Design uart_rx_ctrl_flat, sky130hd; sources not shown.
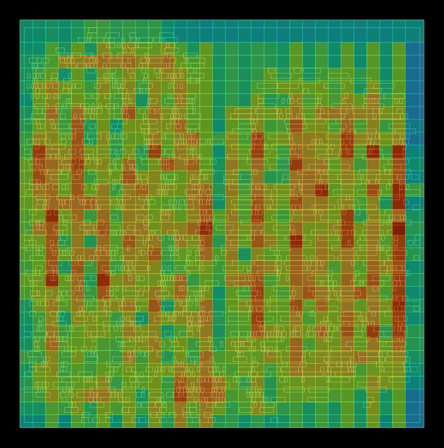
(run_1/congestion.png)
GR Util met3: 0.0437
met1 Resource Use GR: 0.209

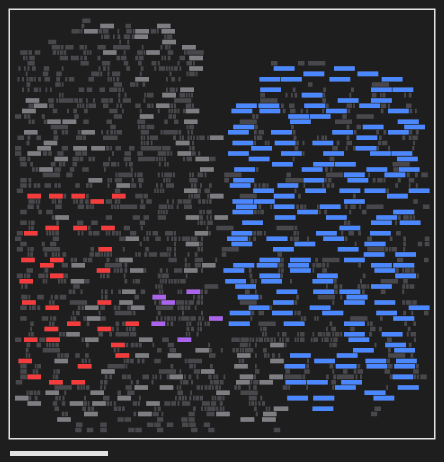
(run_1/flops_by_reg.png)
Bar = 50 µm. Other sequential cells in the stronger gray, the rest of the logic in the fainter gray.
[u_core.sh_bit_len_q] red | placed flops: 32
[u_core.bits_q] purple | placed flops: 6
[u_core.mem] blue | placed flops: 160
sequential cell area share: 0.448
Seq group: 2950 µW
final core occ: 0.371
FF+latch area: 7490 µm²

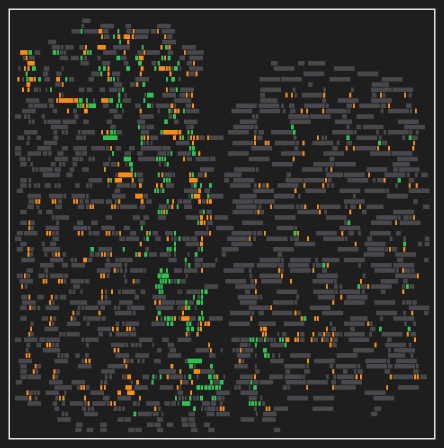
(run_1/logic_types.png)
[NOR gates] orange | cells: 340 | most used: nor2_1 | where: spread over the die
[NAND gates] green | cells: 211 | most used: nand2_1
Top cell excl fill/tap: nor2_1
non-filler cells, final: 2194
fraction of area in multi-input gates: 0.325

==> deck_impl_summary.md, run 1 <==
Run Summary

Timing
  – Tcrit/Tclk final: 0.909
  – Max transition margin: 0.261
  – Post-layout min period: 4.23 ns
  – Final setup TNS: 0 ns
  – Setup ws final: 0.425 ns
  – Final Max Slew Viols: 0
  – Hold Fails Final Rpt: 0
  – RSZ-0062 raised after global routing: false

Finish
  – Top cells excl fill/tap: 292 x nor2_1, 160 x edfxtp_1, 157 x o21ai_0
  – Seq_cells: 294
  – P&R area growth vs syn: 24.1%
  – Comb gates: 988
  – Fill cells: 4610
  – Signal inverters: 87
  – Layout Nets: 1670
  – Share of cells above drive strength 1: 0.114
  – # clk buffers: 64
  – Clock buf/inv share: 0.0762
  – Largest register FFs: 160
  – Nonclk buf count: 158
  – Area-dominant class: sequential cells

Floorplan
  – Die height: 219 µm
  – Tapcell count: 600
  – Top Ports: 111
  – Core box area: 45100 µm²
  – Die width: 217 µm
  – Initial Util: 0.299
  – Die ar.: 47500 µm²

Clock tree
  – Hold Buf Count CTS: 0
  – Clock-pin transition on the worst setup and hold timing paths: 0.05 ns
  – TritonCTS clock tree: done
  – Post-CTS Setup Repair Bufs: 0
  – Latency at later pin: 0.57 ns
  – H-tree Lvls: 2
  – CTS Sinks: 294
  – Clock root buffer: clkbuf_16
  – Clock buffer depth: 3

Yosys
  – Synth Area in Adders: 0.0408
  – Synth area leaders: edfxtp_1 36%, dfxtp_1 20%, nor2_1 8.3%
  – Post-synthesis cell type with the largest combined area: edfxtp_1
  – AND-OR/OR-AND Cells, Area Fraction: 0.134
  – Area reported by Yosys stat: 13500 µm²
  – Main logic family after synthesis: simple AND/OR/NAND/NOR gates
  – XOR/XNOR Area Share: 0.0383
  – Top cell area share: 0.356
  – #FFs+latches synth: 294
  – Synth mux share: 0.000743
  – Synth Cell Area: 13500 µm²
  – Post-synth EDFFs: 160
  – Post-Synth Simple-Gate Area: 0.187
  – Mapped Avg Cell Area: 9.39 µm²
  – Unique cell types: 47
  – Top FF cell, synth: edfxtp_1
  – Top-count cell post-synth: nor2_1
  – Post-synth ARST share: 0
  – Ys cells: 1435
  – Commonest cells in the synthesized netlist: 297 x nor2_1, 160 x edfxtp_1, 157 x o21ai_0
  – Yosys warning total: 0

Route
  – Metal-1 WL: 17700 µm
  – Via/cell ratio: 4.75
  – DRT Pass-1 Iters: 7
  – Initial DRC count: 524
  – DR vias: 10400
  – DR WL met3: 2250 µm
  – Antenna-violating nets left: 0
  – Remaining DRCs: 0

GRT
  – Antenna violations before repair: 0
  – First-pass GRT wire length: 63000 µm
  – Number of global-route vias before repair: 10300
  – Gr busiest metal: met2
  – Grt ovf: 0
  – Met2 usage: 0.305

Placed design
  – Place WS: 0.297 ns
  – # port buffers: 109
  – Routability Congestion: 0.784

Critical path
  – Worst Setup Path Type: reg2reg
  – Cell mode on critical path: nand2_1
  – Critical path startpoint category: flop
  – R2R Setup Slk: 0.42 ns
  – CP Capture Type: flop
  – Family with the most delay on the worst path: simple AND/OR/NAND/NOR gates
  – Slowest Stage Delay on Critical Path: 0.39 ns
  – Crit-path max FO: 32
  – Crit path buffers/inverters: 3

Pwr
  – Reg power frac: 0.332
  – Pwr/cell area: 532 nW/µm²
  – Clock power frac: 0.334
  – Combinational fraction of design power: 0.335
  – Peak supply drop: 0.611 mV
  – Static leakage: 0.00622 µW
  – Switch Pwr: 3520 µW
  – Internal power: 5380 µW

Run status
  – Status: finished clean

Worst hold path
  – Hold path depth: 1

Run
  – Maxcap violations: 0
## run 1: power by group through the flow
stage / Clock [µW] / Sequential (µW) / Combinational, µW
floorplan: 0 / 3420 / 1640
global placement: 0 / 3000 / 3010
CTS: 3070 / 2950 / 3010
global route: 3170 / 2970 / 3210
detailed placement: 0 / 3000 / 3010
finish: 2970 / 2950 / 2980
## run 1: per-stage QoR
stage | util | total power, µW | cells | area, µm² | hold WS, ns
floorplan | - | 5060 | 1369 | 13200 | 0.360
global placement | 0.342 | 6010 | 2127 | 15400 | 0.309
detailed placement | 0.342 | 6010 | 2127 | 15400 | 0.321
CTS | 0.371 | 9040 | 2194 | 16700 | 0.333
global route | 0.371 | 9340 | 2194 | 16700 | 0.346
finish | 0.371 | 8900 | 2194 | 16700 | 0.329
==> run_1/wires.png <==
Bar = 50 µm. Two of the layers only.
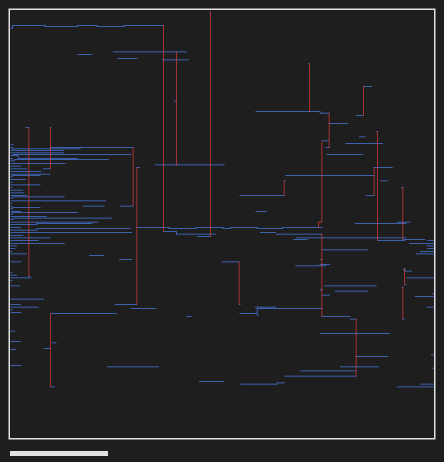

==> run 2, diff against run 1 <==
ABC_AREA = not set   (was 1)
CORE_AREA = 2 2 214 216   (was 2 2 215 217)
DIE_AREA = 0 0 216 218   (was 0 0 217 219)
clock period = 5.4 ns   (was 4.65 ns; I/O delays follow)
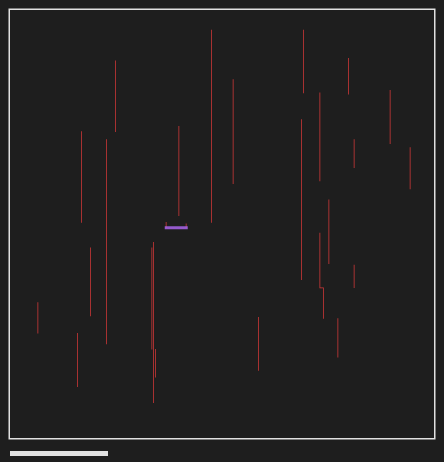
(run_2/wires.png)
Bar = 50 µm. Two of the layers only.
[metal 4] red | wire length: 989 µm
[metal 5] purple | wire length: 10.1 µm
routed wire length: 38700 µm
DR vias: 8980
routed wire length per instance: 20.6 µm

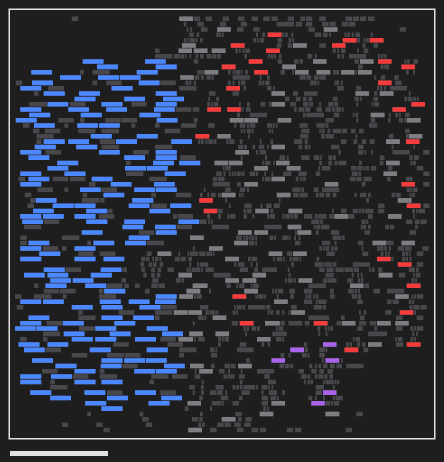
(run_2/flops_by_reg.png)
Bar = 50 µm. Other sequential cells in the stronger gray, the rest of the logic in the fainter gray.
[u_core.mem] blue | placed flops: 160
[u_core.sh_bit_len_q] red | placed flops: 32
[u_core.bits_q] purple | placed flops: 6 | where: lower right
not colored: 96
final core occ: 0.369
FF+latch area: 7490 µm²
Seq group: 2580 µW
sequential cell area share: 0.453

==> run 2 against run 1 <==
Against the previous run:
- count of clock-buffer cells in the layout increased by 3
- routed wire length decreased by 5.7%
- critical endpoint is now u_core.bits_q[2]$_SDFF_PP0_
- clock power decreased by 12%
- highest routed layer is now met5
- first-iteration DRC count decreased by 15%
- power decreased by 21%
- sequential share of layout area increased by 0.51 points
- flip-flop count unchanged
- core utilization decreased by 0.25 points
==> deck_impl_summary.md, run 2 <==
Run Summary

Run status
  – Status: finished clean

Yosys
  – Top cell area share: 0.361 (+0.00429)
  – Cells after synthesis: 1132
  – Unique cell types: 62 (+32%)
  – Yosys warning total: 0 (unchanged)
  – XOR/XNOR Area Share: 0.0506 (+0.0123)
  – Commonest cells in the synthesized netlist: 160 x edfxtp_1, 134 x dfxtp_1, 131 x nand2_1
  – Post-synth ARST share: 0 (unchanged)
  – #FFs+latches synth: 294 (unchanged)
  – Synth area leaders: edfxtp_1 36%, dfxtp_1 20%, mux4_2 8.5%
  – Synth Area in Adders: 0.0413 (+0.000491)
  – AND-OR/OR-AND Cells, Area Fraction: 0.0785 (-0.0553)
  – Top FF cell, synth: edfxtp_1
  – Synth Cell Area: 13300 µm² (-1.2%)
  – Mapped Avg Cell Area: 11.8 µm² (+25%)
  – Ys cells: 1132 (-21%)
  – Post-synthesis cell type with the largest combined area: edfxtp_1

Finish
  – Fill cells: 4404 (-4.5%)
  – Share of cells above drive strength 1: 0.142 (+0.0289)
  – Largest register FFs: 160 (unchanged)
  – P&R area growth vs syn: 24.2% (about the same)
  – Post-route cell area: 16500 µm² (-1.1%)
  – Layout Nets: 1352 (-19%)
  – Top cell excl fill/tap: edfxtp_1

Pwr
  – Clock power frac: 0.372 (+0.038)
  – Peak supply drop: 0.426 mV (-30%)
  – P_comb: 1840 µW (-38%)
  – Top power group: the clock network
  – Clk pwr: 2610 µW (-12%)
  – Switch Pwr: 2390 µW (-32%)
  – Combinational fraction of design power: 0.262 (-0.073)
  – Reg power frac: 0.367 (+0.035)
  – Static leakage: 0.00553 µW (-11%)
  – Internal power: 4640 µW (-14%)
  – Pwr/cell area: 425 nW/µm² (-20%)

Placed design
  – Area after DPL: 15200 µm² (-1.3%)
  – # port buffers: 109 (unchanged)
  – Routability Congestion: 0.767 (-2.2%)

Run
  – Maxcap violations: 0 (unchanged)

Route
  – Via/cell ratio: 4.78 (+0.69%)
  – Antenna-violating nets left: 0 (unchanged)
  – DRT Pass-1 Iters: 5 (-2)
  – Remaining DRCs: 0 (unchanged)

Floorplan
  – Core box area: 44900 µm² (-0.43%)
  – Die ar.: 47100 µm² (-0.92%)
  – Top Ports: 111 (unchanged)
  – Die width: 216 µm (-0.46%)
  – Die height: 218 µm (-0.46%)

Critical path
  – Worst Setup Path Type: reg2reg
  – CP Capture Type: flop
  – Crit-path max FO: 6 (-81%)
  – Slowest Stage Delay on Critical Path: 0.56 ns (+0.17 ns)
  – Family with the most delay on the worst path: simple AND/OR/NAND/NOR gates
  – Crit path buffers/inverters: 0 (-3)
  – R2R Setup Slk: 0.43 ns (about the same)

GRT
  – Grt ovf: 0 (unchanged)
  – Aggregate global-route resource usage: 0.165
  – Antenna violations before repair: 1 (+1)
  – Number of global-route vias before repair: 9029 (-13%)
  – First-pass GRT wire length: 57800 µm (-8.1%)

Timing
  – Slew @ Worst Pin: 1.03 ns
  – Max transition margin: 0.313 (+0.0519)
  – RSZ-0062 raised after global routing: false
  – Final hold slack: 0.262 ns (-0.0664 ns)
  – Final Max Slew Viols: 0 (unchanged)
  – Hold Fails Final Rpt: 0 (unchanged)
  – Post-layout min period: 4.97 ns (+0.746 ns)
  – Tcrit/Tclk final: 0.921 (+0.0119)

Clock tree
  – Clock root buffer: clkbuf_16
  – Latency at later pin: 0.57 ns (about the same)
  – TritonCTS clock tree: done
  – Hold Buf Count CTS: 0 (unchanged)
  – H-tree Lvls: 2 (unchanged)
  – CTS Sinks: 294 (unchanged)
  – Clock buffer depth: 3 (unchanged)

Worst hold path
  – Hold path depth: 2 (+1)
## run 2: routing by layer
metal / track usage / part of all wire
met3: 0.0290 / 0.033
met5: 0 / 0.00026
met2: 0.275 / 0.48
met1: 0.215 / 0.46
met4: 0.0582 / 0.026
## run 2: final cells by class
cell class	count	share of cell area
sequential	294	0.453
tap	600	0.0454
clock buffer	67	0.0759
inverter	20	0.00454
timing repair buffer	136	0.0800
multi-input combinational	759	0.338
clock inverter	2	0.00303
## run 2: stage by stage
stage                      util  setup slack, ns
after floorplan               -            0.245
after global placement    0.339            0.453
after detailed placement  0.339            0.347
after CTS                 0.368            0.306
after global routing      0.369           0.0166
final                     0.369            0.429
## run 2: timing repair
item,4_1_cts,5_1_grt
hold endpoints to repair,0,0
setup endpoints to repair,0,2
gates resized,0,1
setup buffers,0,0
Power figures rest on the tool's default switching activity, not on a simulated workload.
